--- src/rtl/picomips_core.sv ---
// rtl/picomips_core.sv - parametrised picoMIPS affine processor core
module picomips_core #(
  parameter int DATA_W = 8,
  parameter int NREG   = 8,
  parameter int PC_W   = 5,
  parameter int FRAC   = 7,
  parameter bit SAT    = 1'b1,
  localparam int RA = $clog2(NREG),
  localparam int IW = DATA_W + 3*RA + 4
) (
  input  logic              clk,
  input  logic              rst,
  input  logic [IW-1:0]     inp,
  output logic [PC_W-1:0]   addr,
  input  logic [DATA_W-1:0] datin,
  input  logic              in_valid,
  output logic              in_ready,
  output logic [DATA_W-1:0] datout,
  output logic              out_valid,
  input  logic              out_ready,
  output logic              waiting,
  output logic              halted
);

  localparam logic [3:0] OP_LD   = 4'd0;
  localparam logic [3:0] OP_LI   = 4'd1;
  localparam logic [3:0] OP_ST   = 4'd2;
  localparam logic [3:0] OP_BEQZ = 4'd3;
  localparam logic [3:0] OP_SUB  = 4'd4;
  localparam logic [3:0] OP_AFF  = 4'd5;
  localparam logic [3:0] OP_BNEZ = 4'd6;
  localparam logic [3:0] OP_ADD  = 4'd7;
  localparam logic [3:0] OP_HALT = 4'd8;
  localparam int PW = 2*DATA_W;

  typedef enum logic [2:0] {S_FILL, S_RUN, S_BUBBLE, S_WAIT_RD, S_WAIT_WR, S_HALT} state_t;

  state_t state, state_n;

  logic [NREG-1:0][DATA_W-1:0] regs;
  logic [RA-1:0]     ld_rd;
  logic [3:0]        op;
  logic [RA-1:0]     rd, rs1, rs2;
  logic [DATA_W-1:0] imm, rs1_val, rs2_val, aff_res;
  logic signed [PW-1:0] prod, shq;

  logic [PC_W-1:0]   addr_n;
  logic              reg_we, ld_issue, st_issue, ld_done, st_done;
  logic [RA-1:0]     reg_wa;
  logic [DATA_W-1:0] reg_wd;

  assign op  = inp[3:0];
  assign rs2 = inp[4 +: RA];
  assign rs1 = inp[4+RA +: RA];
  assign rd  = inp[4+2*RA +: RA];
  assign imm = inp[4+3*RA +: DATA_W];

  assign rs1_val = regs[rs1];
  assign rs2_val = regs[rs2];

  assign prod = $signed(rs1_val) * $signed(rs2_val);
  assign shq  = prod >>> FRAC;

  assign waiting = (state == S_FILL) || (state == S_BUBBLE) ||
                   (state == S_WAIT_RD) || (state == S_WAIT_WR);
  assign halted  = (state == S_HALT);

  // affine result: clamp when the shifted product does not fit in DATA_W signed bits
  always_comb begin
    aff_res = shq[DATA_W-1:0];
    if (SAT && (shq[PW-1:DATA_W-1] != {(DATA_W+1){shq[PW-1]}}))
      aff_res = shq[PW-1] ? {1'b1, {(DATA_W-1){1'b0}}} : {1'b0, {(DATA_W-1){1'b1}}};
  end

  // state register
  always_ff @(posedge clk or posedge rst) begin
    if (rst) state <= S_FILL;
    else     state <= state_n;
  end

  // next state, next fetch address, register write and handshake strobes
  always_comb begin
    state_n  = state;
    addr_n   = addr;
    reg_we   = 1'b0;
    reg_wa   = rd;
    reg_wd   = imm;
    ld_issue = 1'b0;
    st_issue = 1'b0;
    ld_done  = 1'b0;
    st_done  = 1'b0;
    case (state)
      S_FILL, S_BUBBLE: begin
        addr_n  = addr + PC_W'(1);
        state_n = S_RUN;
      end
      S_RUN: begin
        addr_n = addr + PC_W'(1);
        case (op)
          OP_LD:   begin addr_n = addr; ld_issue = 1'b1; state_n = S_WAIT_RD; end
          OP_LI:   reg_we = 1'b1;
          OP_ST:   begin addr_n = addr; st_issue = 1'b1; state_n = S_WAIT_WR; end
          OP_BEQZ: if (rs1_val == '0) begin addr_n = imm[PC_W-1:0]; state_n = S_BUBBLE; end
          OP_SUB:  begin reg_we = 1'b1; reg_wd = rs1_val - rs2_val; end
          OP_AFF:  begin reg_we = 1'b1; reg_wd = aff_res; end
          OP_BNEZ: if (rs1_val != '0) begin addr_n = imm[PC_W-1:0]; state_n = S_BUBBLE; end
          OP_ADD:  begin reg_we = 1'b1; reg_wd = rs1_val + rs2_val; end
          OP_HALT: begin addr_n = addr; state_n = S_HALT; end
          default: ;
        endcase
      end
      S_WAIT_RD: begin
        if (in_valid && in_ready) begin
          reg_we  = 1'b1;
          reg_wa  = ld_rd;
          reg_wd  = datin;
          ld_done = 1'b1;
          addr_n  = addr + PC_W'(1);
          state_n = S_RUN;
        end
      end
      S_WAIT_WR: begin
        if (out_valid && out_ready) begin
          st_done = 1'b1;
          addr_n  = addr + PC_W'(1);
          state_n = S_RUN;
        end
      end
      default: ;
    endcase
  end

  // datapath: fetch address, register file and handshake registers
  always_ff @(posedge clk or posedge rst) begin
    if (rst) begin
      addr      <= '0;
      regs      <= '0;
      ld_rd     <= '0;
      datout    <= '0;
      in_ready  <= 1'b0;
      out_valid <= 1'b0;
    end else begin
      addr <= addr_n;
      if (reg_we) regs[reg_wa] <= reg_wd;
      if (ld_issue) begin
        in_ready <= 1'b1;
        ld_rd    <= rd;
      end else if (ld_done) begin
        in_ready <= 1'b0;
      end
      if (st_issue) begin
        out_valid <= 1'b1;
        datout    <= rs1_val;
      end else if (st_done) begin
        out_valid <= 1'b0;
      end
    end
  end

endmodule
--- config.mk ---
export PLATFORM = sky130hd
export DESIGN_NAME = picomips_core
export DESIGN_NICKNAME = d
export VERILOG_FILES = /design/src/rtl/picomips_core.sv
export SDC_FILE = /design/constraint.sdc
export NUM_CORES = 1
export LEC_CHECK = 0
export CORE_MARGIN = 1
export CORE_UTILIZATION = 66
export DETAILED_ROUTE_END_ITERATION = 10
export GPL_TIMING_DRIVEN = 1
export PLACE_DENSITY = 0.87
export SLEW_MARGIN = 20
export SYNTH_ARGS = -nofsm -noshare
export SYNTH_HDL_FRONTEND = slang
export SYNTH_SLANG_ARGS = --single-unit
--- constraint.sdc ---
create_clock -name clk -period 10.7 [get_ports clk]
set_clock_uncertainty 0.15 [all_clocks]
set_input_delay 2.14 -clock clk [delete_from_list [all_inputs] [get_ports clk]]
set_output_delay 2.14 -clock clk [all_outputs]
set_load 0.01 [all_outputs]
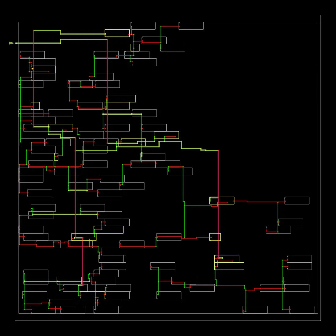
(images/clocks.png)
count of clock tree sinks: 85
later-pin clock latency in the skew report: 0.36 ns
number of sequential storage elements: 85
clock-net power: 0.373 mW
number of clock-tree buffers in the layout: 10

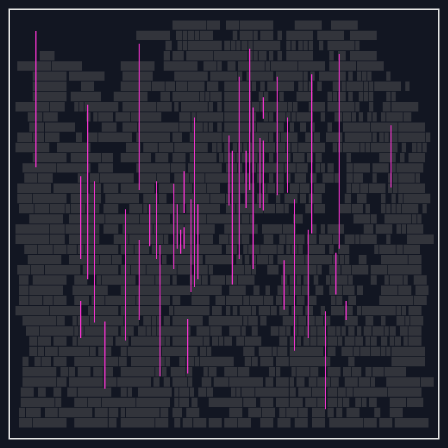
(images/layer_met4.png)
Cells faint in the background.
The layer holds 4.5% of the routed length. 35 nets have wire on it.

==> power by group through the flow <==
| stage | logic [mW] | clock network (mW) | registers [mW] |
|---|---|---|---|
| final | 0.434 | 0.373 | 0.404 |
| after global placement | 0.409 | 0 | 0.404 |
| after detailed placement | 0.425 | 0 | 0.407 |
| after global routing | 0.470 | 0.384 | 0.409 |
| after CTS | 0.429 | 0.374 | 0.402 |
| after floorplan | 0.302 | 0 | 0.394 |
==> kinds of logic after synthesis <==
logic type | after synthesis
fa+ha+maj | 93
mux | 123
compound gates | 133
simple gates | 248
xor+xnor | 29
buf+inv | 126
flops | 85
==> cell usage after synthesis (all sizes together) (3+ instances only) <==
library cell | count | area share (%)
o22ai | 8 | 0.60
clkbuf | 20 | 0.90
maj3 | 3 | 0.36
nor3b | 8 | 0.78
nand2 | 44 | 2.0
nor4 | 7 | 0.78
a21o | 5 | 0.45
nand3 | 13 | 0.78
mux4 | 36 | 10
nor2 | 101 | 4.6
and2 | 8 | 0.63
dfrtp | 85 | 26
nand2b | 12 | 0.90
mux2i | 44 | 5.5
fa | 54 | 13
or2 | 14 | 1.1
o311ai | 3 | 0.41
o21ai | 36 | 2.2
a211oi | 6 | 0.54
nand3b | 5 | 0.45
mux2 | 43 | 5.8
nor2b | 10 | 0.75
a221oi | 4 | 0.42
and3 | 3 | 0.23
a31oi | 5 | 0.38
buf | 9 | 0.72
xor2 | 7 | 0.74
a221o | 3 | 0.36
a21oi | 31 | 1.9
o31ai | 13 | 1.2
ha | 36 | 5.4
nor3 | 13 | 0.78
or3 | 3 | 0.23
inv | 97 | 4.4
xnor2 | 22 | 2.3
==> final cells by class <==
| class | instances | share of cell area (%) |
|---|---|---|
| Clock inverter | 6 | 1.27 |
| Timing Repair Buffer | 65 | 6.57 |
| Clock buffer | 10 | 2.45 |
| Tap cell | 168 | 2.25 |
| Inverter | 97 | 3.91 |
| Sequential cell | 85 | 22.8 |
| Multi-Input combinational cell | 626 | 60.8 |
==> path summary, 6_finish.rpt <==
path | endpoint | slack, ns | depth (start not counted)
worst max-delay path | regs[25] | 0.64 | 22
max in group asynchronous | datout[6] | 7.70 | 3
min in group asynchronous | regs[43] | 2.18 | 3
worst max register to register | regs[25] | 3.17 | 20
worst min register to register | datout[4] | 0.34 | 2
worst min-delay path | datout[4] | 0.34 | 2
==> registers in the layout, indices dropped and copies added (netlist names) <==
register and flops:
regs 64, datout 8, addr 5, ld_rd 3
state 3, in_ready 1, out_valid 1
==> worst reg2reg max path, delay by kind of cell, from the launching register on <==
family | cells | cell delay, ns
AND-OR/OR-AND | 3 | 1.16
XOR/XNOR | 1 | 0.30
adder cells (fa/ha/maj) | 6 | 2.89
buffers and inverters | 4 | 0.24
flip-flops | 1 | 0.42
multiplexers | 3 | 1.72
AND/OR/NAND/NOR | 3 | 0.59
==> routing by layer <==
| layer | part of all wire, % | vias to the layer above | routed length (um) |
|---|---|---|---|
| met5 | 0 | - | 0 |
| met4 | 4.5 | 0 | 1010 |
| met3 | 8.9 | 89 | 2000 |
| met2 | 49 | 419 | 11100 |
| met1 | 37 | 3434 | 8400 |
| li1 | - | 3033 | - |
==> summary.txt <==
The implementation run finished. The launch point of the worst register-to-register path is recorded as regs[46]. Standard-cell row count landed at 40. The worst setup path is launched from a primary input. Maximum level of the CTS H-tree landed at 3.

Post-synthesis xor/xnor area fraction landed at 3.06%. In the setup report, the worst path falls into the class primary input to flop. Gate count after technology mapping landed at 837. In the Yosys report the total cell count is 837.

The floorplan step defined a core boundary enclosing 12,200 um^2. Ranking logic cells in the layout by count gives the top entries 101 x sky130_fd_sc_hd__nor2_1, 92 x sky130_fd_sc_hd__inv_1, 85 x sky130_fd_sc_hd__dfrtp_1. Tally of filler cells in the layout landed at 795.

Global-route track usage on met2 landed at 62.5%. met2 is the most crowded layer. Listed in order, past its start point the critical path passes clkdlybuf4s50_1 -> buf_4 -> mux4_1 -> mux2i_1 -> nor2_1 -> fa_1 -> inv_1 -> fa_1 -> inv_1 -> fa_1 -> inv_1 -> fa_1 -> inv_1 -> ha_1 -> nand2_1 -> o21ai_0 -> or3_1 -> o22ai_1 -> xnor2_1 -> maj3_1 -> a21oi_1 -> mux2_2.

Via total after detailed routing landed at 6,975. The timing report gives the clock slew at the launch and capture registers of the worst setup and hold paths as 0.06 ns. For this run, the total global-route usage over all layers was measured as 37.2%. Post-synth the commonest register cell is sky130_fd_sc_hd__dfrtp_1. Number of nets in the layout landed at 1,007. The stage logs contain a warning count of 26. The worst setup path is captured at a flop. Met3 track utilization from global routing landed at 7.31%.

After the flow finishes, the layout carries non-filler instances totaling 1,057. Summing all placed instances gives a cell area of 9000 um^2. Combinational cells account for 35.9% of the total power. Per the placement report, the placed cell count is 1,041.

In this run, the synthesized area fraction spent on and/or/nand/nor cells is recorded as 14.6%. Grouping non-sequential cells by family puts the most area in multiplexers. The post-synth register bit count is 85.

For this run, the share of the core covered by cells in the final layout is 76.9%. The critical path contains buffers and inverters numbering 6 combined. In this run, synthesis inferred 0 flip-flops with an integrated enable.

Per the layout area report, the combinational gate area comes to 5680 um^2. Input and output buffers added on the ports amount to 49. The detailed router finished its first iteration with 665 violations. Arrival time of the worst setup path landed at 10.20 ns.

Hold buffer count at CTS landed at 0. The script computed the net switching share of total power as 34.7%. The routed design shows a wire length per standard cell of 21.3 um.

Registers are responsible for 33.3% of the overall power. Remaining max-slew budget at the tightest pin landed at 30.6%. Overall power consumption after layout is estimated at 1.21 mW. Via count of the first global-routing pass landed at 7,165. Looking at the critical path, the highest net fanout was 10. Die extent in y landed at 114 um.

The cell area that synthesis handed to floorplanning was 8310 um^2. The flow ran to the end, and the final reports show no timing, DRC or antenna violations. Per Yosys stat, the portion of area used by sequential elements is 25.6%. Final count of pins violating max slew landed at 0.
Power is estimated from default activity; no workload was simulated.
